Design mem_arbiter_flat, sky130hd; sources not shown.
### Cell outlines without signal wires

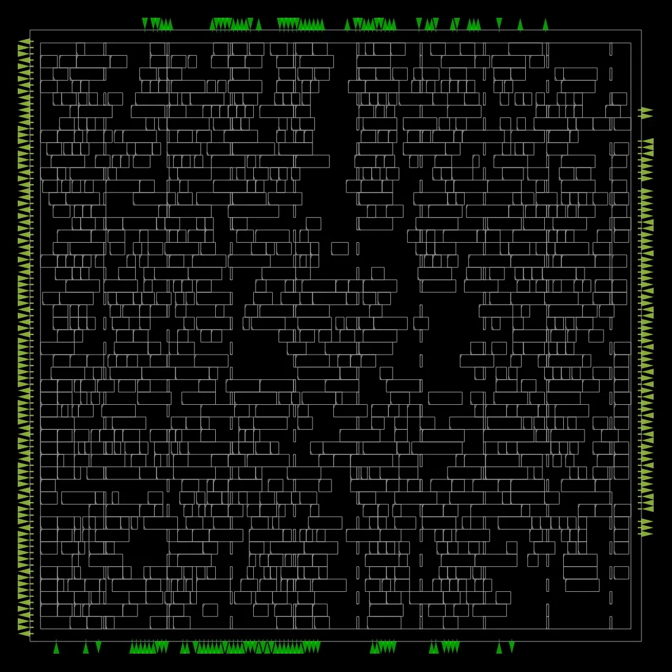
Flop Count: 143
proportion of cell area occupied by registers: 29.5%
area inside the core boundary: 16,500 um^2
number of placement rows: 47

### I/O nets highlighted

Drawn at 3 px/um.
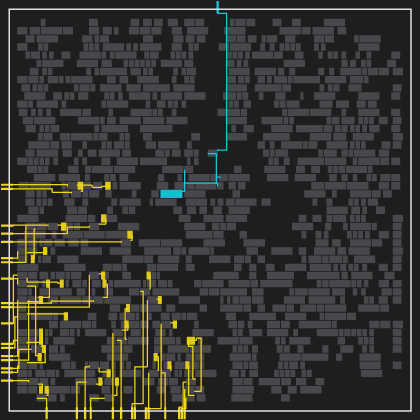
| color | port | direction | end cells | wire |
|---|---|---|---|---|
| cyan | bus_mem_wrt | output | 1 | 86.5 um |
| yellow | bus_d_addr | input | 32 | 813 um |
top-level port count: 269
tally of buffers added on design ports: 268

### Cells by drive strength

Drawn at 3 px/um.
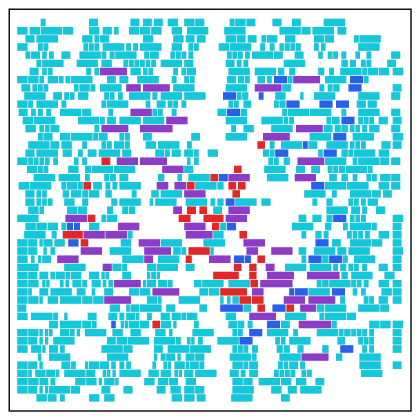
| color | size | cells | most used |
|---|---|---|---|
| purple | _6 and larger | 53 | buf_12 |
| cyan | _0 and _1 cells | 836 | dfxtp_1 |
| red | _3 and _4 cells | 32 | buf_4 |
| blue | _2 cells | 37 | o31ai_2 |
final setup margin: 20.4 ps
number of non-clock buffers in the layout: 314

### M1 wires

Drawn at 4 px/um. Supply wires on this layer in gray. Cells faint in the background.
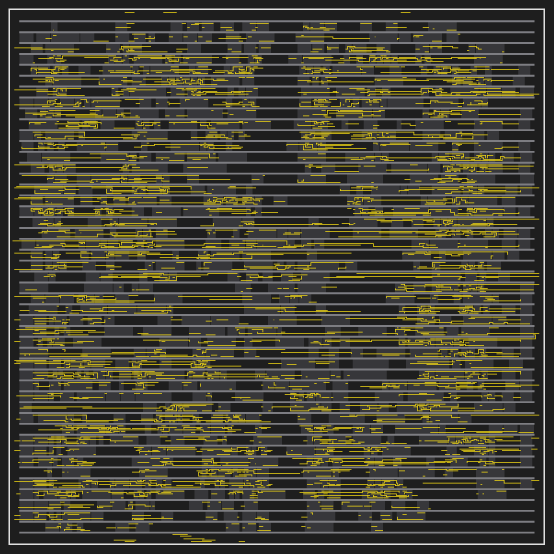
main direction: horizontal
nets with wire on the layer: 935
wire length on this layer: 8,400 um
met1 routing resource usage after global routing: 27.3%
wire length after detailed routing: 20.7 mm

### Local utilization

Drawn at 3 px/um. The die is cut into 13 by 13 equal tiles; dark blue is low, red is high, 0 to 100% covered.
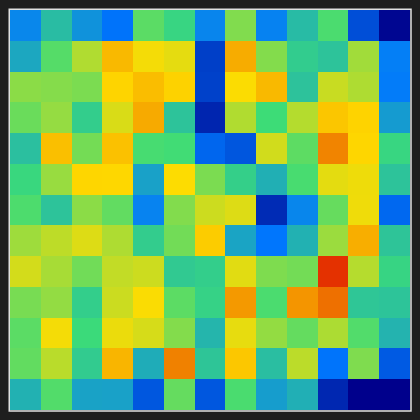
tiles over 75% full: 14%
densest ninth of the die: left middle
mean over tiles: 53%
nearly empty tiles: 1.8%
Core Util at FP: 35.6%
end-of-flow core utilization: 59.1%

==> notes.md <==
- outcome: finished, final reports clean
- PnR Total Power: 10,300 uW
- number of antenna violations at the first check in global routing: 0
- mux cell area share after synthesis: 0.512%
- clock tree from TritonCTS: yes
- number of storage elements in the synthesis netlist: 143
- Insertion Delay late pin: 420 ps
- Rel. slew slack: 67.1%
- post-synthesis instance area: 5860 um^2
- Tool Warnings: 27
- Routed Antenna Nets: 0
- number of antenna cells inserted: 0
- FILL cells: 1,476
- Top Layer Used: met4
- data arrival time at the worst-slack endpoint: 1780 ps
- setup violation total in the final timing report: 0
- Fmax: 654 MHz
- share of the cycle needed by the critical path after routing: 98.7%
- element type at the critical path end: register
- routed wire length per instance: 17.6 um
- register-to-register setup slack: 20 ps
- post-synthesis share of cell area spent on and, or, nand and nor gates: 16.5%
- startpoint-to-endpoint class of the critical path: register to register
- area fraction in xor and xnor cells: 0.149%
- DR WL met3: 1.84 mm
- final instance area: 9730 um^2
- CTS Hold Buffers Added: 0
- net count of the finished layout: 1,080
- first-iteration detailed-routing DRC count: 360
- Period minus WS final: 1530 ps
- DRT met1 WL: 8.40 mm
- router iterations before antenna repair: 5
- CP Data Required Time: 1800 ps
cells in the mapped netlist, types with 5 or more instances:
master and number:
sky130_fd_sc_hd__a21oi_1 128, sky130_fd_sc_hd__a311oi_1 27, sky130_fd_sc_hd__a31oi_1 5, sky130_fd_sc_hd__buf_2 27, sky130_fd_sc_hd__clkbuf_1 47, sky130_fd_sc_hd__dfxtp_1 143, sky130_fd_sc_hd__nand2_1 55, sky130_fd_sc_hd__nand3_1 69
sky130_fd_sc_hd__nand4_1 39, sky130_fd_sc_hd__nor2_1 5, sky130_fd_sc_hd__o21ai_0 65, sky130_fd_sc_hd__o21ai_1 5, sky130_fd_sc_hd__o31ai_1 32
worst max-delay path, stage by stage, from the launching register on:
cell and delay (ps):
sky130_fd_sc_hd__dfxtp_4 360, sky130_fd_sc_hd__ha_4 130, sky130_fd_sc_hd__and3_4 190, sky130_fd_sc_hd__nor2_4 40
sky130_fd_sc_hd__buf_6 130, sky130_fd_sc_hd__clkbuf_16 180, sky130_fd_sc_hd__o31ai_1 230, sky130_fd_sc_hd__a21oi_1 100
power by group:
part | leakage [uW] | internal [uW] | total [uW] | switching (uW)
clock | 0.000304 | 2750 | 4370 | 1620
combinational | 0.00251 | 915 | 1910 | 1000
sequential | 0.00117 | 3890 | 3990 | 107
total | 0.00398 | 7550 | 10300 | 2730
final cells by class:
class / count / area, um^2 / share of cell area [%]
Clock buffer: 19 / 443 / 4.55
Multi-Input combinational cell: 467 / 2790 / 28.7
Inverter: 2 / 15.0 / 0.154
Sequential cell: 143 / 2870 / 29.5
Clock inverter: 13 / 185 / 1.90
Tap cell: 220 / 275 / 2.83
Timing Repair Buffer: 314 / 3160 / 32.4
cells by family after synthesis:
family | after synthesis
fa+ha+maj | 1
compound gates | 272
xor+xnor | 1
mux | 3
buf+inv | 83
simple gates | 190
flops | 143
Power and IR drop assume default switching activity.
